Figure 1. Metal layers overlaid (run 1).
Only two layers are drawn.
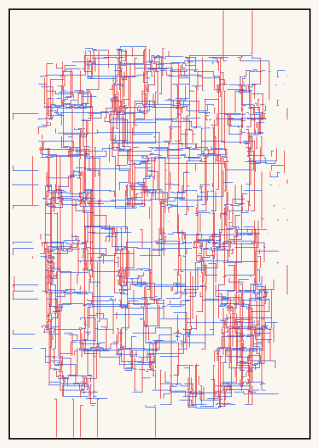
Figure 2. Power grid (run 1).
Scale bar: 20 µm. Pins as bars on the die edge. Tap cells in grey.
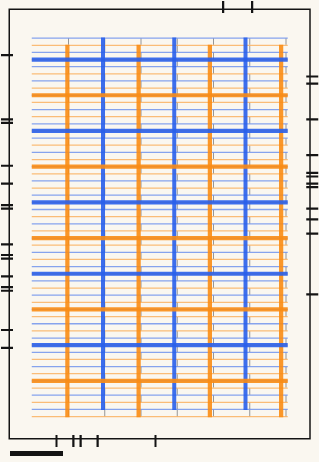
Figure 3. Zoomed window (run 1).
Region (73, 28) to (98, 53) µm. Cells in grey, sequential cells in the stronger grey; small squares are vias.
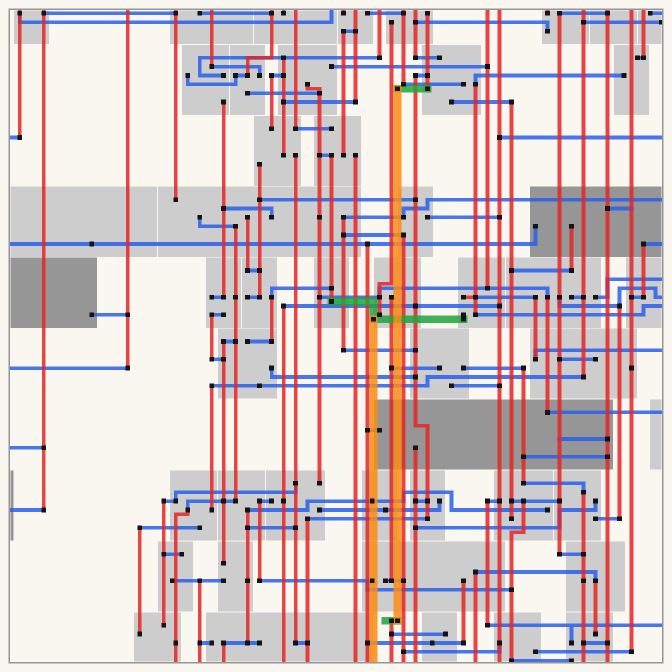
**src/rtl/display_pkg.sv**
```systemverilog
// rtl/display_pkg.sv - shared types, segment patterns and decode helper for signed_bcd_display
package display_pkg;

    typedef logic [6:0] seg_t;
    typedef logic [3:0] bcd_t;

    typedef enum logic [1:0] {
        IDLE,
        CONV,
        COMMIT
    } state_e;

    // Active-high {g,f,e,d,c,b,a} patterns for the digits 0-9.
    localparam seg_t SEG_DIGIT [0:9] = '{
        7'h3F, 7'h06, 7'h5B, 7'h4F, 7'h66,
        7'h6D, 7'h7D, 7'h07, 7'h7F, 7'h6F
    };
    localparam seg_t SEG_BLANK = 7'h00;

    // Non-decimal nibbles decode to blank; active_low inverts the pattern.
    function automatic seg_t seg_decode(input bcd_t v, input bit active_low);
        seg_t s;
        s = SEG_BLANK;
        if (v <= 4'd9) begin
            s = SEG_DIGIT[int'(v)];
        end
        return active_low ? ~s : s;
    endfunction

    // Decimal digits needed to show 2^(w-1), the largest magnitude of a w-bit signed value.
    function automatic int bcd_digits_needed(input int w);
        longint unsigned v;
        int n;
        v = 64'd1 << (w - 1);
        n = 1;
        v = v / 10;
        while (v != 0) begin
            n = n + 1;
            v = v / 10;
        end
        return n;
    endfunction

endpackage

```
**src/rtl/signed_bcd_display_bin_to_bcd_seq.sv**
```systemverilog
// rtl/signed_bcd_display_bin_to_bcd_seq.sv - iterative double-dabble binary to BCD converter
//
// Ports:
//   clk, rst  : clock, asynchronous active-high reset
//   start     : load mag and begin a DATA_W-cycle conversion (ignored results in flight are discarded)
//   mag       : unsigned magnitude to convert
//   done      : high during the final iteration cycle; bcd is valid on the following cycle
//   bcd       : DIGITS packed BCD nibbles, nibble 0 = least significant digit
module bin_to_bcd_seq #(
    parameter int DATA_W = 16,
    parameter int DIGITS = 5
) (
    input  logic                  clk,
    input  logic                  rst,
    input  logic                  start,
    input  logic [DATA_W-1:0]     mag,
    output logic                  done,
    output logic [4*DIGITS-1:0]   bcd
);

    localparam int BCD_W = 4 * DIGITS;
    localparam int CNT_W = (DATA_W > 1) ? $clog2(DATA_W) : 1;

    logic [DATA_W-1:0] r_mag;
    logic [BCD_W-1:0]  r_bcd;
    logic [CNT_W-1:0]  r_cnt;
    logic              r_busy;
    logic [BCD_W-1:0]  w_bcd_adj;
    logic              w_last;

    // Add-3 correction on every nibble >= 5 before the shift.
    always_comb begin
        w_bcd_adj = r_bcd;
        for (int i = 0; i < DIGITS; i++) begin
            if (r_bcd[4*i +: 4] >= 4'd5) begin
                w_bcd_adj[4*i +: 4] = r_bcd[4*i +: 4] + 4'd3;
            end
        end
    end

    assign w_last = r_busy && (r_cnt == CNT_W'(DATA_W - 1));
    assign done   = w_last;
    assign bcd    = r_bcd;

    always_ff @(posedge clk or posedge rst) begin
        if (rst) begin
            r_mag  <= '0;
            r_bcd  <= '0;
            r_cnt  <= '0;
            r_busy <= 1'b0;
        end else if (start) begin
            r_mag  <= mag;
            r_bcd  <= '0;
            r_cnt  <= '0;
            r_busy <= 1'b1;
        end else if (r_busy) begin
            r_bcd <= {w_bcd_adj[BCD_W-2:0], r_mag[DATA_W-1]};
            r_mag <= {r_mag[DATA_W-2:0], 1'b0};
            r_cnt <= r_cnt + 1'b1;
            if (w_last) begin
                r_busy <= 1'b0;
            end
        end
    end

endmodule

```
**src/rtl/signed_bcd_display.sv**
```systemverilog
// rtl/signed_bcd_display.sv - signed result to multiplexed seven-segment display engine
//
// Optional feature macro: LEADING_ZERO_BLANK_EN (blank digits above the most significant nonzero one).
//
// Ports:
//   clk, rst        : clock, asynchronous active-high reset
//   in_valid/ready  : handshake for in_data; ready only while idle
//   in_data         : signed two's-complement result
//   conv_done       : one-cycle pulse when a new value reaches the display register
//   sign            : displayed value is negative
//   segments        : {g,f,e,d,c,b,a} for the selected digit, polarity set by SEG_ACTIVE_LOW
//   display_select  : one-hot active-high digit enable, bit 0 = least significant digit
module signed_bcd_display
    import display_pkg::*;
#(
    parameter int DATA_W         = 16,
    parameter int DIGITS         = 5,
    parameter int REFRESH_DIV    = 50000,
    parameter int SEG_ACTIVE_LOW = 1
) (
    input  logic              clk,
    input  logic              rst,
    input  logic              in_valid,
    output logic              in_ready,
    input  logic [DATA_W-1:0] in_data,
    output logic              conv_done,
    output logic              sign,
    output logic [6:0]        segments,
    output logic [DIGITS-1:0] display_select
);

    localparam int   BCD_W   = 4 * DIGITS;
    localparam int   RW      = (REFRESH_DIV > 1) ? $clog2(REFRESH_DIV) : 1;
    localparam int   IW      = (DIGITS > 1) ? $clog2(DIGITS) : 1;
    localparam bit   ACT_LOW = (SEG_ACTIVE_LOW != 0);
    localparam seg_t SEG_OFF = ACT_LOW ? ~SEG_BLANK : SEG_BLANK;

    if (bcd_digits_needed(DATA_W) > DIGITS) begin : g_digits_too_few
        $error("signed_bcd_display: DIGITS too small for DATA_W");
    end

    state_e             r_state;
    state_e             w_next_state;
    logic               w_start;
    logic               w_commit;
    logic               w_accept;
    logic [DATA_W-1:0]  w_mag;
    logic               w_bcd_done;
    logic [BCD_W-1:0]   w_bcd;
    logic [DIGITS-1:0]  w_blank_mask;

    logic               r_in_ready;
    logic               r_conv_done;
    logic               r_pend_sign;
    logic               r_sign;
    logic [BCD_W-1:0]   r_disp_bcd;
    logic [DIGITS-1:0]  r_disp_blank;

    logic [RW-1:0]      r_refresh_cnt;
    logic [IW-1:0]      r_digit_idx;
    logic [DIGITS-1:0]  r_sel;
    seg_t               r_seg;
    bcd_t               w_nib;
    logic               w_nib_blank;
    seg_t               w_seg;

    assign w_accept = in_valid && r_in_ready;
    // Two's-complement negate; -2^(DATA_W-1) maps onto itself, which reads correctly as unsigned.
    assign w_mag    = in_data[DATA_W-1] ? (~in_data + 1'b1) : in_data;

    bin_to_bcd_seq #(
        .DATA_W (DATA_W),
        .DIGITS (DIGITS)
    ) u_bin_to_bcd (
        .clk   (clk),
        .rst   (rst),
        .start (w_start),
        .mag   (w_mag),
        .done  (w_bcd_done),
        .bcd   (w_bcd)
    );

    always_ff @(posedge clk or posedge rst) begin
        if (rst) begin
            r_state <= IDLE;
        end else begin
            r_state <= w_next_state;
        end
    end

    always_comb begin
        w_next_state = r_state;
        w_start      = 1'b0;
        w_commit     = 1'b0;
        case (r_state)
            IDLE: begin
                if (w_accept) begin
                    w_start      = 1'b1;
                    w_next_state = CONV;
                end
            end
            CONV: begin
                if (w_bcd_done) begin
                    w_next_state = COMMIT;
                end
            end
            COMMIT: begin
                w_commit     = 1'b1;
                w_next_state = IDLE;
            end
            default: w_next_state = IDLE;
        endcase
    end

`ifdef LEADING_ZERO_BLANK_EN
    // A digit is blank when it and every digit above it are zero; digit 0 always shows.
    always_comb begin
        logic v_all_zero;
        v_all_zero   = 1'b1;
        w_blank_mask = '0;
        for (int i = DIGITS - 1; i >= 1; i--) begin
            v_all_zero      = v_all_zero && (w_bcd[4*i +: 4] == 4'd0);
            w_blank_mask[i] = v_all_zero;
        end
    end
`else
    assign w_blank_mask = '0;
`endif

    always_ff @(posedge clk or posedge rst) begin
        if (rst) begin
            r_in_ready   <= 1'b0;
            r_conv_done  <= 1'b0;
            r_pend_sign  <= 1'b0;
            r_sign       <= 1'b0;
            r_disp_bcd   <= '0;
            r_disp_blank <= '0;
        end else begin
            r_in_ready  <= (w_next_state == IDLE);
            r_conv_done <= w_commit;
            if (w_start) begin
                r_pend_sign <= in_data[DATA_W-1];
            end
            if (w_commit) begin
                r_sign       <= r_pend_sign;
                r_disp_bcd   <= w_bcd;
                r_disp_blank <= w_blank_mask;
            end
        end
    end

    always_comb begin
        w_nib       = '0;
        w_nib_blank = 1'b0;
        for (int i = 0; i < DIGITS; i++) begin
            if (r_digit_idx == IW'(i)) begin
                w_nib       = r_disp_bcd[4*i +: 4];
                w_nib_blank = r_disp_blank[i];
            end
        end
        w_seg = w_nib_blank ? SEG_OFF : seg_decode(w_nib, ACT_LOW);
    end

    // Free-running refresh; select and segments register together so they never disagree.
    always_ff @(posedge clk or posedge rst) begin
        if (rst) begin
            r_refresh_cnt <= '0;
            r_digit_idx   <= '0;
            r_sel         <= '0;
            r_seg         <= SEG_OFF;
        end else begin
            if (r_refresh_cnt == RW'(REFRESH_DIV - 1)) begin
                r_refresh_cnt <= '0;
                r_digit_idx   <= (r_digit_idx == IW'(DIGITS - 1)) ? '0 : r_digit_idx + 1'b1;
            end else begin
                r_refresh_cnt <= r_refresh_cnt + 1'b1;
            end
            r_sel <= DIGITS'(1) << r_digit_idx;
            r_seg <= w_seg;
        end
    end

    assign in_ready       = r_in_ready;
    assign conv_done      = r_conv_done;
    assign sign           = r_sign;
    assign segments       = r_seg;
    assign display_select = r_sel;

endmodule

```
**config.mk**
```make
export PLATFORM = sky130hd
export DESIGN_NAME = signed_bcd_display
export DESIGN_NICKNAME = d
export VERILOG_FILES = /design/src/rtl/display_pkg.sv /design/src/rtl/signed_bcd_display_bin_to_bcd_seq.sv /design/src/rtl/signed_bcd_display.sv
export SDC_FILE = /design/constraint.sdc
export NUM_CORES = 1
export LEC_CHECK = 0
export ABC_AREA = 1
export CAP_MARGIN = 0
export CELL_PAD_IN_SITES_DETAIL_PLACEMENT = 0
export CELL_PAD_IN_SITES_GLOBAL_PLACEMENT = 2
export CORE_ASPECT_RATIO = 1.5
export CORE_MARGIN = 8
export CORE_UTILIZATION = 36
export CTS_CLUSTER_SIZE = 28
export DETAILED_ROUTE_END_ITERATION = 10
export PLACE_DENSITY_LB_ADDON = 0.1
export SLEW_MARGIN = 20
export SYNTH_ARGS = -nofsm -noshare
export SYNTH_HDL_FRONTEND = slang
export SYNTH_SLANG_ARGS = --single-unit
export TNS_END_PERCENT = 50
```
**constraint.sdc**
```tcl
create_clock -name clk -period 3.9 [get_ports clk]
set_input_delay 0.78 -clock clk [delete_from_list [all_inputs] [get_ports clk]]
set_output_delay 0.78 -clock clk [all_outputs]
set_load 0.03 [all_outputs]
```
==> metrics.csv, run 1 <==
metric,value,unit
outcome,finished clean,
Worst-path clk slew,0.06,ns
area of the core,14060,µm²
pre-CTS setup slack,0.7171,ns
critical path class,in2reg,
unrepaired setup endpoints after global routing,false,
ANT nets after route,0,
post-synth top area share,43.89,%
Slew Limit Fails,0,
initial antenna violation count,0,
detailed-route DRC error count,0,
HP Class,reg2reg,
Area Growth Syn to Fin,16.88,%
Starting Density,36.91,%
CTS buffer count,9,
Starting DRT DRC Count,121,
"Period Utilization, post-route",72.39,%
GP Congestion,0.7641,
Least-Margin Pin Slew,0.7233,ns
slew margin rel.,51.73,%
H-tree depth,3,
Mean Syn Cell Area,8.210,µm²
Synth Seq Share,47.43,%
Synth Instances,632,
CTS hold repair buffers,0,
Synthesized registers,98,
number of vias per cell,4.748,
Setup Buffers After CTS,0,
Nets,706,
CTS root buffer,clkbuf_16,
FP Rows,53,
Wirelength per Cell,13.20,µm
Max Freq,354.2,MHz
grt ovf,0,
largest net degree at the start of global routing,55,
Final min period,2.823,ns
Cell Type Count,38,
number of OpenROAD warnings,36,
Int Power,2.366,mW
sequential power share,39.4,%
setup violators final,0,
I/O Buffers,33,
max cap viols,0,
CP required,4.12,ns
post-CTS resize count,0,
Yosys Warn Count,0,
Routed WL,11.38,mm
Clk network pwr share,25.8,%
GRT Util Overall,13.33,%
Net Switching,1.327,mW
CTS Buffer Depth,2,
io pins,34,
Dominant flop cell,dfrtp_1,
cell type with the largest total area,dfrtp_1,
Mapped Nets,672,
P per Cell Area,609.0,nW/µm²
setup slack after layout,1.077,ns
vias in the first global route,4242,
TritonCTS Sinks,98,
"Async S/R FF share, synth",100.0,%
Worst Setup Start Kind,input pin,
Comb pwr share,34.7,%
Fin Clk Skew,0.008454,ns
Pre-antenna DRT Iters,4,
LEAKAGE,2.906,nW
number of enable flip-flop cells,0,
worst slack on hold paths,0.4656,ns
biggest area cells,"dfrtp_1, nand2_1, inv_1",
yosys synthesis chip area,5189,µm²
switching part of the total,35.94,%
CTS tree,yes,
final hold vios,0,
share of cells above drive strength 1,9.552,%
Mapped Area,5189,µm²
Clock Latency Late Sink,0.34,ns
chip area,18590,µm²
hpwl dp,8.757,mm
die width,114.0,µm
via count,4093,
Die Y,163.0,µm
first-pass GRT wire length,19.90,mm
reg2reg setup slack,1.50,ns
ys cells,632,
ant diodes,0,
Back to the opening pictures, Figure 1:
metal 1: in blue, wire length 4670 µm. metal 2: in red, wire length 6200 µm.

Back to the opening pictures, Figure 2:
VDD: in blue. VSS: in orange.
7 straps on met4. 10 straps on met5. The core has 53 rows. 192 tap cells.

Back to the opening pictures, Figure 3:
metal 1: in blue. metal 4: in orange. metal 2: in red. metal 3: in green.
Netlist names of flops here include `r_refresh_cnt` (2). Sequential cells in the window: 2. Most frequent: inv_1 (5), nor2_1 (4), nand3_1 (4). 39 logic cells have their middle in the window.

[run 1: synth_stat cells, types with 3 or more instances]
cell	instances
nand2_1	126
inv_1	100
dfrtp_1	91
o21ai_0	60
nand3_1	57
nor2_1	32
ha_1	21
o22ai_1	12
a21oi_1	11
xor2_1	11
nand4_1	10
inv_2	9
nand2_2	9
nor3_1	9
clkbuf_1	8
dfstp_2	7
o221ai_1	7
or2_2	7
buf_2	6
o21bai_1	6
o21ai_1	5
nor2_2	3
nor4_1	3
[run 1: power groups by stage]
stage	Clock (mW)	Sequential (mW)	Combinational (mW)
2_1_floorplan	0	1.47	0.958
3_3_place_gp	0	1.47	1.28
3_5_place_dp	0	1.48	1.30
4_1_cts	0.994	1.46	1.31
5_1_grt	1.03	1.49	1.51
6_report	0.954	1.46	1.28
[run 1: critical path, stage by stage]
cell and delay (ns):
clkdlybuf4s50_1 0.45, nand4_1 0.37, nand2_1 0.56, inv_1 0.49, nand2_1 0.15, o21ai_0 0.09, o21bai_1 0.15
[run 1: final timing paths]
kind | to | cells past startpoint | start
worst max-delay path | u_bin_to_bcd.r_mag[12] | 7 | in_valid
worst min-delay path | r_state[1] | 1 | r_state[1]
worst max register to register | u_bin_to_bcd.r_mag[12] | 7 | r_state[0]
worst min register to register | r_state[1] | 1 | r_state[1]
max in group asynchronous | segments[4] | 3 | rst
min in group asynchronous | r_refresh_cnt[0] | 2 | rst
[run 1: layout by cell type (no fill, tap or decap), types with 10 or more instances in the layout]
cell             Yosys  routed
nand3_1             57      57
nor2_1              32      32
xor2_1              11      11
clkdlybuf4s50_1      0      33
ha_1                21      21
dfrtp_1             91      91
nand2_1            126     126
o22ai_1             12      12
a21oi_1             11      11
nand4_1             10      10
o21ai_0             60      60
inv_1              100      99
[run 1: state kept, by name (all words and copies together) (netlist names), 2 cells and up]
signal,flops
display_select,5
r_digit_idx,3
r_disp_bcd,20
r_refresh_cnt,16
r_state,2
segments,7
u_bin_to_bcd.bcd,20
u_bin_to_bcd.r_cnt,4
u_bin_to_bcd.r_mag,16
[run 1: layout make-up]
type                            count  area (µm²)
Inverter                          112       424.2
Clock buffer                       13       260.3
Timing Repair Buffer               37       372.9
Multi-Input combinational cell    408        2246
Tap cell                          192       240.2
Fill cell                        1478        7994
Clock inverter                      2       60.06
Sequential cell                    98        2461
[run 1: metrics by stage]
step,area (µm²),power (mW),util [%],cells
floorplan,5189,2.424,-,632
global placement,5744,2.753,40.86,847
detailed placement,5744,2.784,40.86,847
CTS,6065,3.766,43.14,862
global route,6065,4.028,43.14,862
finish,6065,3.693,43.14,862
[run 1: cells by family (layout without fill, tap and decap cells)]
kind of cell / Yosys count / count (layout) / synth area share (%)
simple gates: 268 / 268 / 24.38
compound gates: 108 / 108 / 11.98
flops: 98 / 98 / 47.43
xor+xnor: 11 / 11 / 1.857
buf+inv: 126 / 164 / 9.284
fa+ha+maj: 21 / 21 / 5.064
[run 1: routing by layer]
layer / part of all wire, % / vias up / global-route usage [%]
met1: 41 / 1906 / 14.08
met3: 3.0 / 13 / 2.328
met5: 0 / - / 0
li1: - / 2117 / -
met2: 54 / 57 / 25.34
met4: 1.5 / 0 / 5.289
==> run 2, diff against run 1 <==
==> constraint.sdc (replaced) <==
create_clock -name clk -period 2.9 [get_ports clk]
set_input_delay 0.58 -clock clk [delete_from_list [all_inputs] [get_ports clk]]
set_output_delay 0.58 -clock clk [all_outputs]
set_load 0.03 [all_outputs]
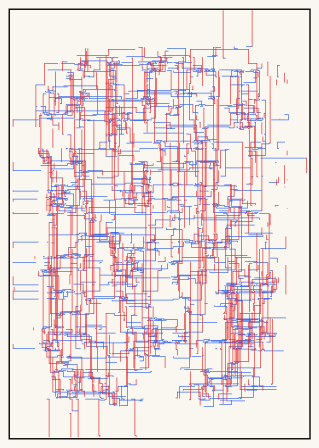
Figure 4: run 2, metal layers overlaid.
Only two layers are drawn.
metal 2: in red, wire length 5940 µm. metal 1: in blue, wire length 4880 µm.
Wirelength per Cell: 13.01 µm
Routed WL: 11.30 mm
GRT Util Overall: 13.21%
via count: 4097

==> metrics.csv, run 2 <==
metric,value,unit,change
outcome,finished clean,,
Worst Setup Start Kind,register,,
Least-Margin Pin Slew,0.7305,ns,+0.007206 ns
io pins,34,,unchanged
final cell count without fillers,868,,+0.70%
vias in the first global route,4223,,-0.45%
post-synth top area share,43.89,%,unchanged
HP Class,reg2reg,,
area of the core,14060,µm²,unchanged
Nets,711,,+0.71%
placed standard-cell area,5783,µm²,+0.68%
Pre-antenna DRT Iters,4,,unchanged
sequential power share,39.0,%,-0.4 points
grt ovf,0,,unchanged
CTS root buffer,clkbuf_16,,
"Period Utilization, post-route",72.22,%,
slew margin rel.,51.24,%,-0.48 points
final hold vios,0,,unchanged
Top cells excl fill/tap,"nand2_1, inv_1, dfrtp_1",,
post-layout util,43.37,%,+0.23 points
CTS buffer count,9,,unchanged
pre-CTS setup slack,0.5665,ns,-0.1506 ns
cell type with the largest total area,dfrtp_1,,
ANT nets after route,0,,unchanged
Fin Clk Skew,0.007559,ns,-0.0008949 ns
Area Growth Syn to Fin,17.51,%,
GP Congestion,0.7826,,+2.4%
most used logic cell in the final layout,nand2_1,,
Cell Type Count,38,,unchanged
Int Power,3.188,mW,+35%
Clock Latency Late Sink,0.34,ns,about the same
Worst-path clk slew,0.07,ns,about the same
ys cells,632,,unchanged
Mapped Nets,672,,unchanged
I/O Buffers,33,,unchanged
cell class contributing the biggest share of worst-path delay,buffers and inverters,,
crit path from,segments[1],,
ant diodes,0,,unchanged
Crit Reg-Reg Startpoint,r_digit_idx[0],,
H-tree depth,3,,unchanged
number of vias per cell,4.720,,-0.59%
post-CTS resize count,0,,unchanged
number of OpenROAD warnings,36,,unchanged
Synth Seq Share,47.43,%,unchanged
Net Switching,1.790,mW,+35%
unrepaired setup endpoints after global routing,false,,
CP Depth,1,,-6
buffers and inverters on the worst path,1,,-1
Mean Syn Cell Area,8.210,µm²,unchanged
biggest area cells,"dfrtp_1, nand2_1, inv_1",,
Max Freq,477.5,MHz,
CP endpoint,segments[1],,
max cap viols,0,,unchanged
die width,114.0,µm,unchanged
hpwl dp,8.575,mm,-2.1%
Synth Instances,632,,unchanged
Starting DRT DRC Count,123,,+1.7%
Die Y,163.0,µm,unchanged
critical path class,reg2out,,
detailed-route DRC error count,0,,unchanged
"Async S/R FF share, synth",100.0,%,unchanged
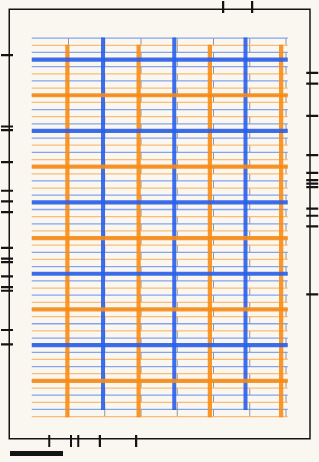
Figure 5: run 2, power grid.
Scale bar: 20 µm. Pins as bars on the die edge. Tap cells in grey.
VDD: in blue. VSS: in orange.
10 straps on met5. The core has 53 rows. 192 tap cells. 34 signal pins sit on the boundary.

## run 2: worst min-delay path by stage
stage	startpoint	depth (start not counted)	endpoint
detailed placement	r_state[1]	1	r_state[1]
global route	r_refresh_cnt[0]	1	r_refresh_cnt[0]
CTS	r_state[1]	1	r_state[1]
floorplan	r_state[1]	1	r_state[1]
global placement	r_refresh_cnt[0]	1	r_refresh_cnt[0]
finish	r_state[1]	1	r_state[1]
## run 2: power groups by stage
stage                     sequential (mW)  clock [mW]  combinational (mW)
after floorplan                      1.97           0                1.29
after global placement               1.97           0                1.77
after CTS                            1.95        1.33                1.80
final                                1.94        1.28                1.76
after detailed placement             1.97           0                1.79
after global routing                 1.99        1.39                2.05
## run 2: cells by family after synthesis
logic type / after synthesis / share of synthesized area, %
compound gates: 108 / 11.98
buf+inv: 126 / 9.284
fa+ha+maj: 21 / 5.064
flops: 98 / 47.43
simple gates: 268 / 24.38
xor+xnor: 11 / 1.857
## run 2: through the flow
step | power [mW] | hold WS [ns]
after floorplan | 3.260 | 0.4318
after global placement | 3.738 | 0.4429
after detailed placement | 3.768 | 0.4514
after CTS | 5.076 | 0.4618
after global routing | 5.427 | 0.4744
final | 4.979 | 0.4595
## run 2: layer usage
metal	wire [µm]	GRT usage, %	part of all wire (%)
met4	148	4.134	1.3
met5	0	0	0
met1	4883	14.84	43
met3	321	3.067	2.8
met2	5943	24.02	53
## run 2: cell type report
class | instances | area, µm²
fill | 1451 | 7961
sequential | 98 | 2461
multi-input combinational | 408 | 2246
inverter | 112 | 425.4
timing repair buffer | 42 | 410.4
clock buffer | 14 | 254.0
tap | 192 | 240.2
clock inverter | 2 | 60.06
==> run 3, diff against run 2 <==
--- a/config.mk
+++ b/config.mk
@@ -11,7 +11,7 @@
 export CELL_PAD_IN_SITES_GLOBAL_PLACEMENT = 2
 export CORE_ASPECT_RATIO = 1.5
 export CORE_MARGIN = 8
-export CORE_UTILIZATION = 36
+export CORE_UTILIZATION = 32
 export CTS_CLUSTER_SIZE = 28
 export DETAILED_ROUTE_END_ITERATION = 10
 export PLACE_DENSITY_LB_ADDON = 0.1
==> constraint.sdc (replaced) <==
create_clock -name clk -period 1.9 [get_ports clk]
set_input_delay 0.38 -clock clk [delete_from_list [all_inputs] [get_ports clk]]
set_output_delay 0.38 -clock clk [all_outputs]
set_load 0.03 [all_outputs]
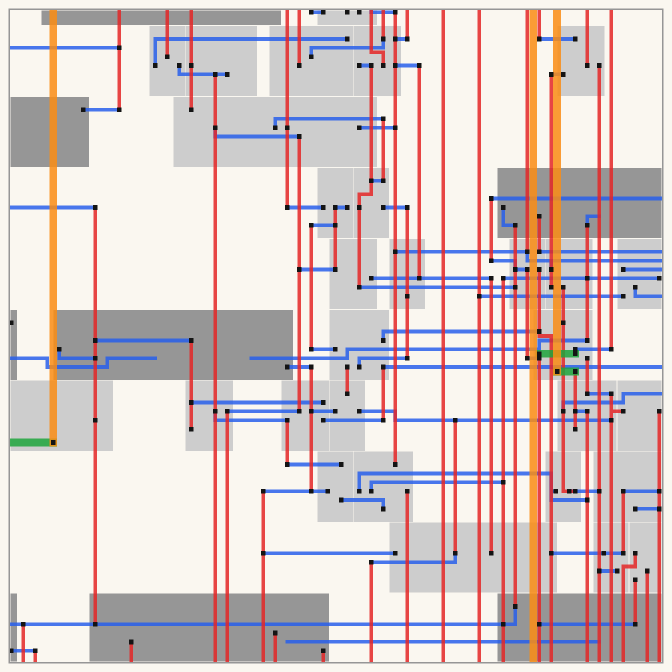
Figure 6: run 3, zoomed window.
Region (77, 30) to (102, 55) µm. Cells in grey, sequential cells in the stronger grey; small squares are vias.
metal 1: in blue. metal 4: in orange. metal 2: in red. metal 3: in green.
Sequential cells in the window: 4. 31 logic cells have their middle in the window. Netlist names of flops here include `r_refresh_cnt` (4). Most frequent: nor2_1 (4), dfrtp_1 (4).

==> metrics.csv, run 3 <==
metric,value,unit,change
met2 Usage GRT,23.60,%,-0.42 points
Synth Seq Share,47.43,%,unchanged
ys cells,632,,unchanged
CTS buffer count,9,,unchanged
LEAKAGE,3.147,nW,
Worst-path clk slew,0.08,ns,about the same
H-tree depth,3,,unchanged
setup violators final,0,,
Top non-seq family,simple AND/OR/NAND/NOR gates,,
Nets,749,,+5.3%
Mapped Area,5189,µm²,
Fill cells,1643,,+13%
via count,4259,,+4.0%
hpwl dp,9.249,mm,+7.9%
Pre-antenna DRT Iters,4,,unchanged
"Async S/R FF share, synth",100.0,%,unchanged
Peak supply drop,0.0004510,V,
GRT Util Overall,12.47,%,-0.74 points
Synth Instances,632,,unchanged
CP required,2.20,ns,
met1 Resource Use GR,13.33,%,-1.5 points
number of OpenROAD warnings,38,,+5.6%
Least-Margin Pin Slew,0.5991,ns,-0.1315 ns
I/O Buffers,33,,unchanged
placed standard-cell area,6101,µm²,+5.5%
pre-CTS setup slack,-0.1341,ns,-0.7006 ns
Yosys Warn Count,0,,
"Period Utilization, post-route",95.66,%,
"AND-OR/OR-AND Cells, Area Fraction",11.98,%,unchanged
GP Congestion,0.7697,,-1.6%
M3 GR Usage,2.386,%,-0.68 points
biggest area cells,"dfrtp_1, nand2_1, inv_1",,
Area Growth Syn to Fin,24.84,%,
max cap viols,0,,unchanged
number of vias per cell,4.629,,-1.9%
Cell Type Count,38,,unchanged
final hold vios,0,,unchanged
Top cells excl fill/tap,"nand2_1, inv_1, dfrtp_1",,
outcome,finished clean,,
busiest grt layer,met2,,
fin area,6477,µm²,
Fin Clk Skew,0.01155,ns,+0.003993 ns
grt ovf,0,,unchanged
Starting DRT DRC Count,177,,+44%
Mapped Nets,672,,unchanged
most used logic cell in the final layout,nand2_1,,
number of enable flip-flop cells,0,,
vias in the first global route,4315,,+2.2%
Clock Latency Late Sink,0.35,ns,about the same
cell type with the largest total area,dfrtp_1,,
Adder Area Share,5.064,%,unchanged
mux share,0,%,unchanged
detailed-route DRC error count,0,,unchanged
Worst Setup Start Kind,register,,
critical path class,reg2reg,,
Wirelength per Cell,13.10,µm,+0.63%
CTS Buffer Depth,2,,
unrepaired setup endpoints after global routing,true,,
ant diodes,0,,unchanged
post-layout util,40.37,%,-3.0 points
post-synth top area share,43.89,%,unchanged
CTS root buffer,clkbuf_16,,
Max Freq,550.2,MHz,
Synthesized registers,98,,
HP Class,reg2reg,,
io pins,34,,unchanged
Post-Synth XOR/XNOR Area,1.857,%,unchanged
largest net degree at the start of global routing,56,,
slew margin rel.,60.02,%,+8.8 points
Routed WL,12.05,mm,+6.7%
Critical Path Fanout Max,8,,
ANT nets after route,0,,unchanged
Mean Syn Cell Area,8.210,µm²,unchanged
Simple-Gate Area Share,24.38,%,unchanged
final cell count without fillers,920,,+6.0%
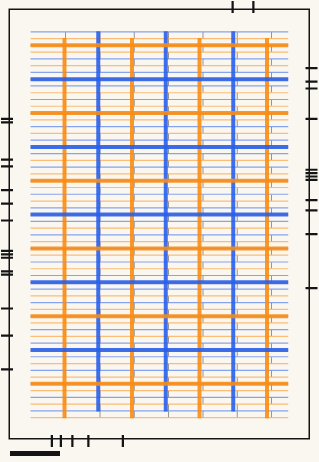
Figure 7: run 3, power grid.
Scale bar: 20 µm. Pins as bars on the die edge. Tap cells in grey.
VDD: in blue. VSS: in orange.
7 straps on met4. 11 straps on met5. 58 met1 rails follow the rows. 34 signal pins sit on the boundary.
Die Y: 172.0 µm
area of the core: 16050 µm²
die width: 120.0 µm

[run 3: cell counts after synthesis]
No cell type changed its count.
[run 3: area by class of cell]
class | instances | area (µm²) | share of cell area [%]
timing repair buffer | 80 | 724.4 | 11.18
inverter | 112 | 425.4 | 6.568
tap | 206 | 257.7 | 3.979
multi-input combinational | 408 | 2325 | 35.89
sequential | 98 | 2462 | 38.01
clock buffer | 9 | 225.2 | 3.477
clock inverter | 7 | 57.56 | 0.8885
[run 3: cell families (layout without fill, tap and decap cells)]
family	count (synthesis)	count (layout)
flops	98	98
buf+inv	126	208
compound gates	108	108
fa+ha+maj	21	21
xor+xnor	11	11
simple gates	268	268
[run 3: path summary, 6_finish.rpt]
check	startpoint	end	slack, ns	cells past startpoint
min	r_state[1]	r_state[1]	0.46	1
min reg2reg	r_state[1]	r_state[1]	0.46	1
max	r_digit_idx[0]	segments[6]	0.08	15
max reg2reg	r_digit_idx[0]	segments[6]	0.08	15
min in group asynchronous	rst	u_bin_to_bcd.r_mag[0]	0.47	3
max in group asynchronous	rst	segments[0]	1.11	3
[run 3: routing by layer]
metal / wire length [µm] / share of wire [%]
met1: 5039 / 42
met3: 344 / 2.9
met5: 0 / 0
met4: 262 / 2.2
met2: 6401 / 53
[run 3: critical path: stages (launching register included)]
cell and delay [ns]:
dfrtp_2 0.45, inv_2 0.10, ha_2 0.20, nand2_4 0.10, o21ai_2 0.12, inv_1 0.04, nand2_1 0.06, nand2_1 0.06
nand2_2 0.08, inv_2 0.04, ha_1 0.18, inv_1 0.06, nand2_1 0.06, nand2_2 0.07, nand2_4 0.08, nand2_2 0.07
[run 3: what timing repair did]
item	CTS	global route
pin swaps	0	2
resized	11	23
endpoints found under the setup margin	14	7
setup buffers	0	3
[run 3: report_power, final]
part           internal (mW)  switching, mW  leakage (nW)
logic                   1.17           1.74          1.75
clock network          0.910          0.864         0.135
registers               2.66          0.309          1.26
[run 3: per-stage QoR]
step                 TNS [ns]  hold WS [ns]  power, mW
finish                      0        0.4645      7.655
global placement      -0.5069        0.4438      5.897
CTS                 -0.007309        0.4660      7.761
floorplan                   0        0.4318      4.976
detailed placement    -0.8687        0.4553      5.946
global route          -0.4435        0.4869      8.344

==> layout pictures side by side <==
Congestion heat map.
image #1
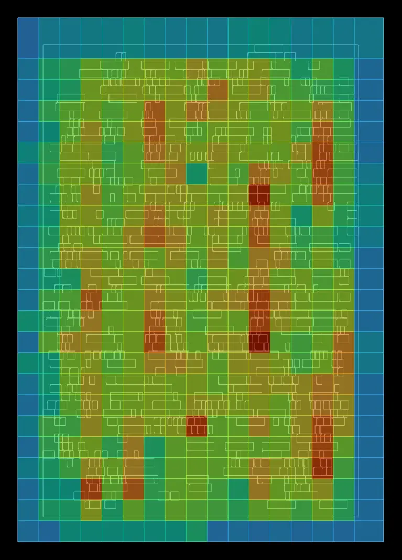
image #2
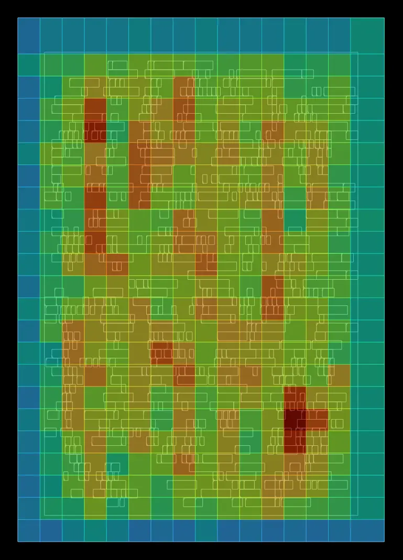
run 1: image #2
run 3: image #1

Power and IR drop assume default switching activity.
